[src/rtl/spi_v3_loopback_queue_pkg.sv]
// Shared types and sizing helpers for the SPI loopback queue.
package spi_v3_loopback_pkg;

    // Transform applied to each packet as it enters the queue.
    typedef enum logic [1:0] {
        LB_ECHO   = 2'b00,
        LB_INVERT = 2'b01,
        LB_INCR   = 2'b10,
        LB_BITREV = 2'b11
    } loopback_mode_e;

    // Pointer width; at least one bit so degenerate depths still elaborate.
    function automatic int unsigned ptr_width(input int unsigned depth);
        return (depth > 1) ? $clog2(depth) : 1;
    endfunction

    // Occupancy counter must represent 0..depth inclusive.
    function automatic int unsigned cnt_width(input int unsigned depth);
        return $clog2(depth + 1);
    endfunction

endpackage

[src/rtl/spi_v3_loopback_queue_if.sv]
// Val/rdy receive and send channels plus mode and occupancy of the loopback queue.
interface spi_v3_loopback_queue_if #(
    parameter int unsigned nbits = 32,
    parameter int unsigned DEPTH = 4
);
    import spi_v3_loopback_pkg::*;

    localparam int unsigned CW = cnt_width(DEPTH);

    logic [1:0]       mode;
    logic             recv_val;
    logic             recv_rdy;
    logic [nbits-1:0] recv_msg;
    logic             send_val;
    logic             send_rdy;
    logic [nbits-1:0] send_msg;
    logic [CW-1:0]    count;

    // Upstream/downstream environment side.
    modport master (
        output mode, recv_val, recv_msg, send_rdy,
        input  recv_rdy, send_val, send_msg, count
    );

    // Queue side.
    modport slave (
        input  mode, recv_val, recv_msg, send_rdy,
        output recv_rdy, send_val, send_msg, count
    );

endinterface

[src/rtl/spi_v3_loopback_queue_xform.sv]
// Combinational packet transform: echo, invert, increment or bit-reverse.
module spi_v3_loopback_xform
    import spi_v3_loopback_pkg::*;
#(
    parameter int unsigned nbits = 32
) (
    input  logic [1:0]       mode,
    input  logic [nbits-1:0] msg_in,
    output logic [nbits-1:0] msg_out
);

    loopback_mode_e mode_e;
    assign mode_e = loopback_mode_e'(mode);

    // Select the transform; increment wraps naturally at nbits.
    always_comb begin
        msg_out = msg_in;
        unique case (mode_e)
            LB_ECHO:   msg_out = msg_in;
            LB_INVERT: msg_out = ~msg_in;
            LB_INCR:   msg_out = msg_in + {{(nbits-1){1'b0}}, 1'b1};
            LB_BITREV: begin
                for (int i = 0; i < int'(nbits); i++) begin
                    msg_out[i] = msg_in[nbits-1-i];
                end
            end
            default:   msg_out = msg_in;
        endcase
    end

endmodule

[src/rtl/spi_v3_loopback_queue.sv]
// Loopback circular queue: packets received on val/rdy are transformed at enqueue and
// returned in FIFO order on the send channel.
// Optional feature macro: SPI_V3_LOOPBACK_BYPASS_EN (zero-latency pass-through when empty).
module spi_v3_loopback_queue
    import spi_v3_loopback_pkg::*;
#(
    parameter int unsigned nbits = 32,
    parameter int unsigned DEPTH = 4
) (
    input logic                    clk,
    input logic                    reset,
    spi_v3_loopback_queue_if.slave bus
);

    localparam int unsigned PW = ptr_width(DEPTH);
    localparam int unsigned CW = cnt_width(DEPTH);
    localparam logic [CW-1:0] CountFull = CW'(DEPTH);

    logic [nbits-1:0] mem_q [DEPTH];
    logic [PW-1:0]    head_q, tail_q;
    logic [CW-1:0]    count_q, count_d;
    logic [nbits-1:0] xmsg;
    logic             full, empty;
    logic             enq, deq, bypass;

    spi_v3_loopback_xform #(
        .nbits(nbits)
    ) u_xform (
        .mode   (bus.mode),
        .msg_in (bus.recv_msg),
        .msg_out(xmsg)
    );

    assign full  = (count_q == CountFull);
    assign empty = (count_q == '0);

    // Handshake outputs and fire conditions; recv_rdy depends on occupancy only.
    always_comb begin
        bus.recv_rdy = ~full;
        bus.send_val = ~empty;
        bus.send_msg = mem_q[head_q];
        bus.count    = count_q;
        bypass       = 1'b0;
`ifdef SPI_V3_LOOPBACK_BYPASS_EN
        if (empty && bus.recv_val) begin
            bus.send_val = 1'b1;
            bus.send_msg = xmsg;
            // Consumed downstream this cycle, so it never touches storage.
            bypass       = bus.send_rdy;
        end
`endif
        enq = bus.recv_val & ~full & ~bypass;
        deq = ~empty & bus.send_rdy;
    end

    // Occupancy: +1 on enqueue only, -1 on dequeue only.
    always_comb begin
        count_d = count_q;
        unique case ({enq, deq})
            2'b10:   count_d = count_q + 1'b1;
            2'b01:   count_d = count_q - 1'b1;
            default: count_d = count_q;
        endcase
    end

    // Pointers and counter; power-of-two depth lets pointers wrap by overflow.
    always_ff @(posedge clk or posedge reset) begin
        if (reset) begin
            head_q  <= '0;
            tail_q  <= '0;
            count_q <= '0;
        end else begin
            if (enq) tail_q <= tail_q + 1'b1;
            if (deq) head_q <= head_q + 1'b1;
            count_q <= count_d;
        end
    end

    // Storage write; contents are don't-care after reset so no reset term.
    always_ff @(posedge clk) begin
        if (enq) mem_q[tail_q] <= xmsg;
    end

endmodule

[src/flat_wrapper.sv]
// flat-port wrapper written by rule: the top's interface ports become plain ports
module spi_v3_loopback_queue_flat import spi_v3_loopback_pkg::*;
#(
    parameter int unsigned nbits = 32,
    parameter int unsigned DEPTH = 4
)
  (clk, reset, bus_mode, bus_recv_val, bus_recv_msg, bus_send_rdy, bus_recv_rdy, bus_send_val, bus_send_msg, bus_count);
  spi_v3_loopback_queue_if #(.nbits(nbits), .DEPTH(DEPTH)) bus_i ();
  input logic clk;
  input logic reset;
  input wire logic [$bits(bus_i.mode)-1:0] bus_mode;
  input wire logic [$bits(bus_i.recv_val)-1:0] bus_recv_val;
  input wire logic [$bits(bus_i.recv_msg)-1:0] bus_recv_msg;
  input wire logic [$bits(bus_i.send_rdy)-1:0] bus_send_rdy;
  output wire logic [$bits(bus_i.recv_rdy)-1:0] bus_recv_rdy;
  output wire logic [$bits(bus_i.send_val)-1:0] bus_send_val;
  output wire logic [$bits(bus_i.send_msg)-1:0] bus_send_msg;
  output wire logic [$bits(bus_i.count)-1:0] bus_count;
  assign bus_i.mode = bus_mode;
  assign bus_i.recv_val = bus_recv_val;
  assign bus_i.recv_msg = bus_recv_msg;
  assign bus_i.send_rdy = bus_send_rdy;
  assign bus_recv_rdy = bus_i.recv_rdy;
  assign bus_send_val = bus_i.send_val;
  assign bus_send_msg = bus_i.send_msg;
  assign bus_count = bus_i.count;
  spi_v3_loopback_queue #(.nbits(nbits), .DEPTH(DEPTH)) u_core (.clk(clk), .reset(reset), .bus(bus_i));
endmodule
[config.mk]
export PLATFORM = sky130hd
export DESIGN_NAME = spi_v3_loopback_queue_flat
export DESIGN_NICKNAME = d
export VERILOG_FILES = /design/src/rtl/spi_v3_loopback_queue_pkg.sv /design/src/rtl/spi_v3_loopback_queue_if.sv /design/src/rtl/spi_v3_loopback_queue_xform.sv /design/src/rtl/spi_v3_loopback_queue.sv /design/src/flat_wrapper.sv
export SDC_FILE = /design/constraint.sdc
export NUM_CORES = 1
export LEC_CHECK = 0
export CAP_MARGIN = 20
export CORE_MARGIN = 5
export CORE_UTILIZATION = 45
export DETAILED_ROUTE_END_ITERATION = 6
export PLACE_DENSITY = 0.69
export SYNTH_ARGS = -nofsm -noshare
export SYNTH_HDL_FRONTEND = slang
export SYNTH_HIERARCHICAL = 1
export SYNTH_SLANG_ARGS = --single-unit
[constraint.sdc]
create_clock -name clk -period 1.9 [get_ports clk]
set_input_delay 0.38 -clock clk [delete_from_list [all_inputs] [get_ports clk]]
set_output_delay 0.38 -clock clk [all_outputs]
set_load 0.01 [all_outputs]
registers.png
Bar = 50 um.
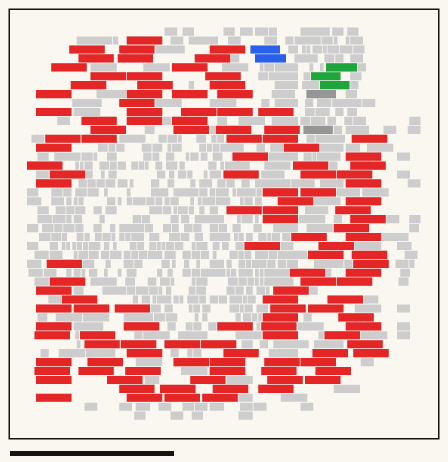
red -> `u_core/mem_q`  # placed flops 128, where widely spread
blue -> `u_core/head_q`  # placed flops 2
green -> `u_core/bus.count`  # placed flops 3
flop share of the area: 43.53%
register area: 4021 um2
Seq group: 0.00417 W

zoom.png
Bar = 5 um. Window x 55 to 75, y 81 to 101 um. Cells in gray, sequential cells in the stronger gray; small squares are vias.
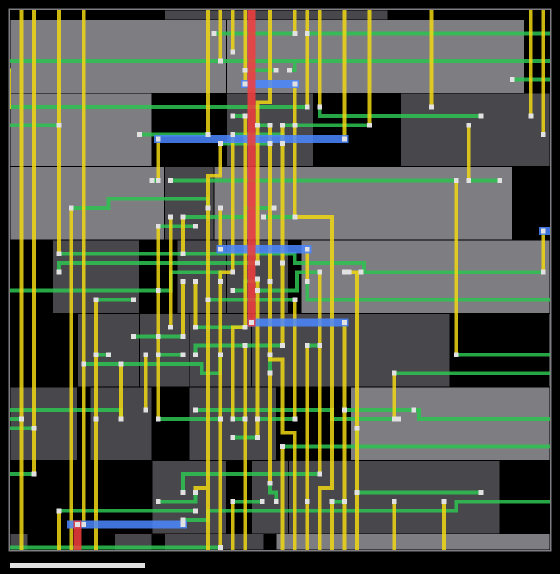
red -> met4
green -> met1
yellow -> met2
blue -> met3
cells with their middle in the window = 22
sequential cells in the window = 6
most frequent = edfxtp_1 (6), nor2b_1 (3)
netlist names of flops here include = `u_core/mem_q` (6)

final_congestion.png
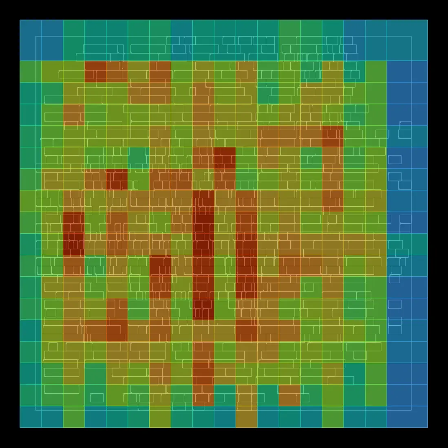
met3 usage: 5.321%
grt peak-use layer: met2

gate_families.png
Bar = 50 um.
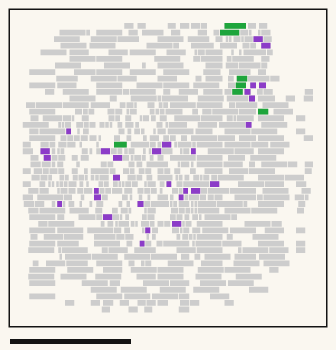
green -> adder and majority cells  # cells 7, where upper right
purple -> AND and OR gates  # cells 29
Post-Layout Cell Count: 817
logic share of the area: 26.37%
highest-count logic cell in the final layout: edfxtp_1

metal_stack.png
Bar = 50 um.
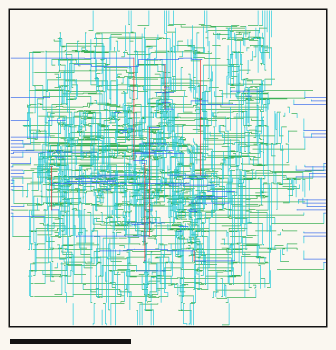
blue -> met3  # wire length 912 um
green -> met1  # wire length 6800 um
red -> met4  # wire length 215 um
cyan -> met2  # wire length 8160 um
routed len/inst: 19.69 um
Total GRT Usage: 19.62%
routed via count: 4588

==> results.yml <==
# flow metrics
sta:
  fmax_mhz: 468.8
  worstMarginPinSlew_ns: 0.4633
  layout_min_cycle_time_ns: 2.133
  finalSetupViolCount: 34
  finalHoldViolations: 0
  whs_ns: 0.2151
  finalWorstSetupSlack_ns: -0.2333
  period_used_pct: 112.3
  finalSetupTns_ns: -6.465
placed_design:
  gp_congestion: 0.8975
  portBuffers: 74
  place_ws_ns: -0.7037
  place_area_um2: 8218
cells_and_area:
  stdcell_area_um2: 9238
  fillers: 1028
  clock_area_share_pct: 6.352
  largest_reg_flops: 128
  nets: 665
  dominant-cell-class: "registers"
routing:
  antenna_left: 0
  wl_met3_um: 911
  routed_wl_um: 16090
  drtPass1Iterations: 6
  via_per_inst: 5.616
  top_layer: "met4"
yosys:
  synthTopLogicFamily: "multiplexers"
  yosys.cell_count.top_type: "edfxtp_1"
  synthTopCellsByArea: "edfxtp_1 59%, mux4_2 11%, mux2i_1 2.9%, dfrtp_1 2.7%, o31a_1 1.5%"
  top_area_cell: "edfxtp_1"
  top_cells_by_count: "128 x edfxtp_1, 32 x mux4_2, 25 x nand2_1"
  synth-edff-count: 128
  xor_share_pct: 2.419
  adder_share_pct: 1.459
  synth_nets: 489
  synth_cells: 444
setup_path:
  cp_max_fo: 8
  path_common_cell: "buf_12"
  crit_start: "u_core/head_q[0]"
  cp.required_ns: 1.52
  arrival_ns: 1.75
  ff2ff_path_depth: 9
  crit_path_end_kind: "output pin"
  slowest_delay_ns: 0.54
power_and_ir_drop:
  power_switching_w: 0.003398
  pg_comb_w: 0.00473
  combPwrFrac_pct: 39.2
  p_int_w: 0.008687
  top_power_group: "combinational logic"
  clock_power_w: 0.00319
floorplan:
  die_width_um: 130.3
  initial_core_util_pct: 45.35
  ioPinCount: 75
clocking:
  clk_root_buffer_cell: "clkbuf_16"
  cts_hold_buf: 0
  clock_latency_ns: 0.41
  post_cts_buffers: 14
  cts_buffer_depth: 2
outcome:
  violations: "setup timing"
  status: "finished with violations"
global_route:
  use_met1_pct: 25.73
  grt_pass1_wl_um: 24670
  antenna_found_initial: 0
No activity file was given, so power comes from the tool's default toggle rates.
